## config.mk

```make
export PLATFORM = sky130hd
export DESIGN_NAME = half_adder_s_flat
export DESIGN_NICKNAME = d
export VERILOG_FILES = /design/src/rtl/half_adder_s_if.sv /design/src/rtl/half_adder_s.sv /design/src/flat_wrapper.sv
export SDC_FILE = /design/constraint.sdc
export NUM_CORES = 1
export LEC_CHECK = 0
export CAP_MARGIN = 20
export CELL_PAD_IN_SITES_DETAIL_PLACEMENT = 0
export CELL_PAD_IN_SITES_GLOBAL_PLACEMENT = 1
export CORE_AREA = 2 2 39 41
export DETAILED_ROUTE_END_ITERATION = 10
export DIE_AREA = 0 0 41 43
export PLACE_DENSITY_LB_ADDON = 0.15
export SYNTH_ARGS = -nofsm -noshare
export SYNTH_HDL_FRONTEND = slang
export SYNTH_SLANG_ARGS = --single-unit
```

## constraint.sdc

```tcl
create_clock -name clk -period 0.8 [get_ports clk]
set_input_delay 0.12 -clock clk [delete_from_list [all_inputs] [get_ports clk]]
set_output_delay 0.12 -clock clk [all_outputs]
set_load 0.005 [all_outputs]
```

## src/rtl/half_adder_s_if.sv

```systemverilog
// half_adder_s_if: operand, enable and result bundle for the half-adder lanes
interface half_adder_s_if #(parameter int WIDTH = 1);
  logic [WIDTH-1:0] a;
  logic [WIDTH-1:0] b;
  logic             en;
  logic [WIDTH-1:0] sout;
  logic [WIDTH-1:0] cout;
  logic [WIDTH-1:0] sout_q;
  logic [WIDTH-1:0] cout_q;
  logic             valid_q;
  modport master (output a, b, en, input sout, cout, sout_q, cout_q, valid_q);
  modport slave  (input a, b, en, output sout, cout, sout_q, cout_q, valid_q);
endinterface

```

## src/rtl/half_adder_s.sv

```systemverilog
// half_adder_s: gate-level half-adder lanes with optional registered result
module half_adder_s #(
  parameter int WIDTH = 1
) (
  input  logic              clk,
  input  logic              rst,
  half_adder_s_if.slave     bus
);
  logic [WIDTH-1:0] sum_w, carry_w;
  logic [WIDTH-1:0] sum_q, carry_q, sum_d, carry_d;
  logic             valid_q, valid_d;
  for (genvar g = 0; g < WIDTH; g++) begin : g_lane
    xor u_xor (sum_w[g], bus.a[g], bus.b[g]);
    and u_and (carry_w[g], bus.a[g], bus.b[g]);
  end
  assign bus.sout    = sum_w;
  assign bus.cout    = carry_w;
  assign bus.sout_q  = sum_q;
  assign bus.cout_q  = carry_q;
  assign bus.valid_q = valid_q;
  // capture the lane results when enabled, otherwise hold
  always_comb begin
    sum_d   = bus.en ? sum_w   : sum_q;
    carry_d = bus.en ? carry_w : carry_q;
    valid_d = bus.en | valid_q;
  end
  // result registers; reset clears them immediately, independent of clk
  always_ff @(posedge clk or posedge rst) begin
    if (rst) begin
      sum_q   <= '0;
      carry_q <= '0;
      valid_q <= 1'b0;
    end else begin
      sum_q   <= sum_d;
      carry_q <= carry_d;
      valid_q <= valid_d;
    end
  end
endmodule

```

## src/flat_wrapper.sv

```systemverilog
// flat-port wrapper written by rule: the top's interface ports become plain ports
module half_adder_s_flat 
#(
  parameter int WIDTH = 1
)
  (clk, rst, bus_a, bus_b, bus_en, bus_sout, bus_cout, bus_sout_q, bus_cout_q, bus_valid_q);
  half_adder_s_if #(.WIDTH(WIDTH)) bus_i ();
  input  logic clk;
  input  logic rst;
  input wire logic [$bits(bus_i.a)-1:0] bus_a;
  input wire logic [$bits(bus_i.b)-1:0] bus_b;
  input wire logic [$bits(bus_i.en)-1:0] bus_en;
  output wire logic [$bits(bus_i.sout)-1:0] bus_sout;
  output wire logic [$bits(bus_i.cout)-1:0] bus_cout;
  output wire logic [$bits(bus_i.sout_q)-1:0] bus_sout_q;
  output wire logic [$bits(bus_i.cout_q)-1:0] bus_cout_q;
  output wire logic [$bits(bus_i.valid_q)-1:0] bus_valid_q;
  assign bus_i.a = bus_a;
  assign bus_i.b = bus_b;
  assign bus_i.en = bus_en;
  assign bus_sout = bus_i.sout;
  assign bus_cout = bus_i.cout;
  assign bus_sout_q = bus_i.sout_q;
  assign bus_cout_q = bus_i.cout_q;
  assign bus_valid_q = bus_i.valid_q;
  half_adder_s #(.WIDTH(WIDTH)) u_core (.clk(clk), .rst(rst), .bus(bus_i));
endmodule
```

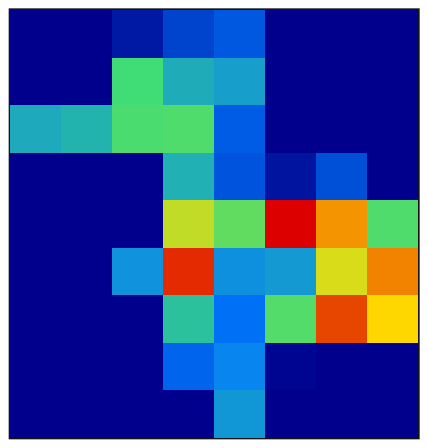
route_heat.png
The die is cut into 8 by 9 equal tiles; dark blue is low, red is high, scaled to the fullest tile. Values are wire area over tile area, all layers added.
The densest ninth of the die: east. 19% of the tiles are over half the peak. The fullest tile reaches 0.16.
final wirelength: 344 µm
DR WL/cell: 9.05 µm
Tot GR Track Use: 5.84%
vias after detailed routing: 118

==> impl_metrics.json <==
{
  "p_switching_uw": 114,
  "path_cells": "buf_2",
  "finalClockPeriodUsage_pct": 106,
  "cp_top_family": "flip-flops",
  "grt_antenna_before_repair": 0,
  "syn-mean-instance-area_um2": 15.0,
  "r2r-start": "u_core.bus.valid_q",
  "top_cell_area_share_pct": 62.5,
  "yosysMostFrequentCell": "dfrtp_1",
  "finalPower_uw": 517,
  "arrival_ns": 0.72,
  "cp.depth": 1,
  "fin_cells": 38,
  "rsz0062_at_grt": "yes",
  "outcome": "complete, but fails checks",
  "place_inst": 34,
  "pg_comb_uw": 80.7,
  "critPathLaunch": "u_core.bus.sout_q",
  "finalSetupViolCount": 3,
  "wl_met2_um": 184,
  "power_frac_comb_pct": 15.6,
  "violations": "negative setup slack",
  "max_stage_delay_ns": 0.36,
  "synth_warnings": 0,
  "drv_slew": 0,
  "ff_type": "dfrtp_1",
  "fillCellCount": 165,
  "grt_overflow_total": 0,
  "die_w_um": 41,
  "power_density_nw_per_um2": 2050,
  "path_clk_slew_ns": 0.04,
  "fmax_ghz": 1.18,
  "finalWorstSetupSlack_ns": -0.0447,
  "cts_tree": "yes",
  "start_kind": "flip-flop",
  "cp_max_fo": 2,
  "dr.max_layer_used": "met3",
  "intPower_uw": 404,
  "area_growth_pct": 110
}
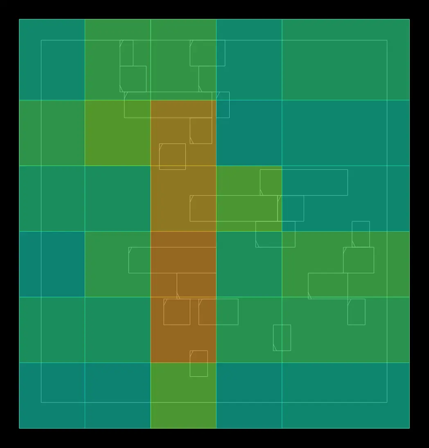
congestion_map.png
GR Util met1: 4.53%
busiest grt layer: met4
met2 Resource Use GR: 6.88%
met3 usage: 5.24%
final core occ: 18.3%

[area by class of cell]
| cell class | count | share of cell area, % |
|---|---|---|
| multi-input cells | 4 | 21.3 |
| inverters | 1 | 1.49 |
| repair buffers | 10 | 29.2 |
| well taps | 16 | 7.92 |
| flip-flops and latches | 3 | 29.7 |
| clock buffers | 4 | 10.4 |
[repair_timing]
| action | CTS | global route |
|---|---|---|
| pin swaps | 0 | 1 |
| cloned | 0 | 0 |
| endpoints found under the setup margin | 7 | 5 |
| gates resized | 29 | 2 |
[cells by family after synthesis]
family	after synthesis	share of synthesized area, %
flip-flops	3	62.5
multiplexers	2	18.7
buffers and inverters	1	3.12
adder cells (fa/ha/maj)	1	10.4
AND/OR/NAND/NOR	1	5.21
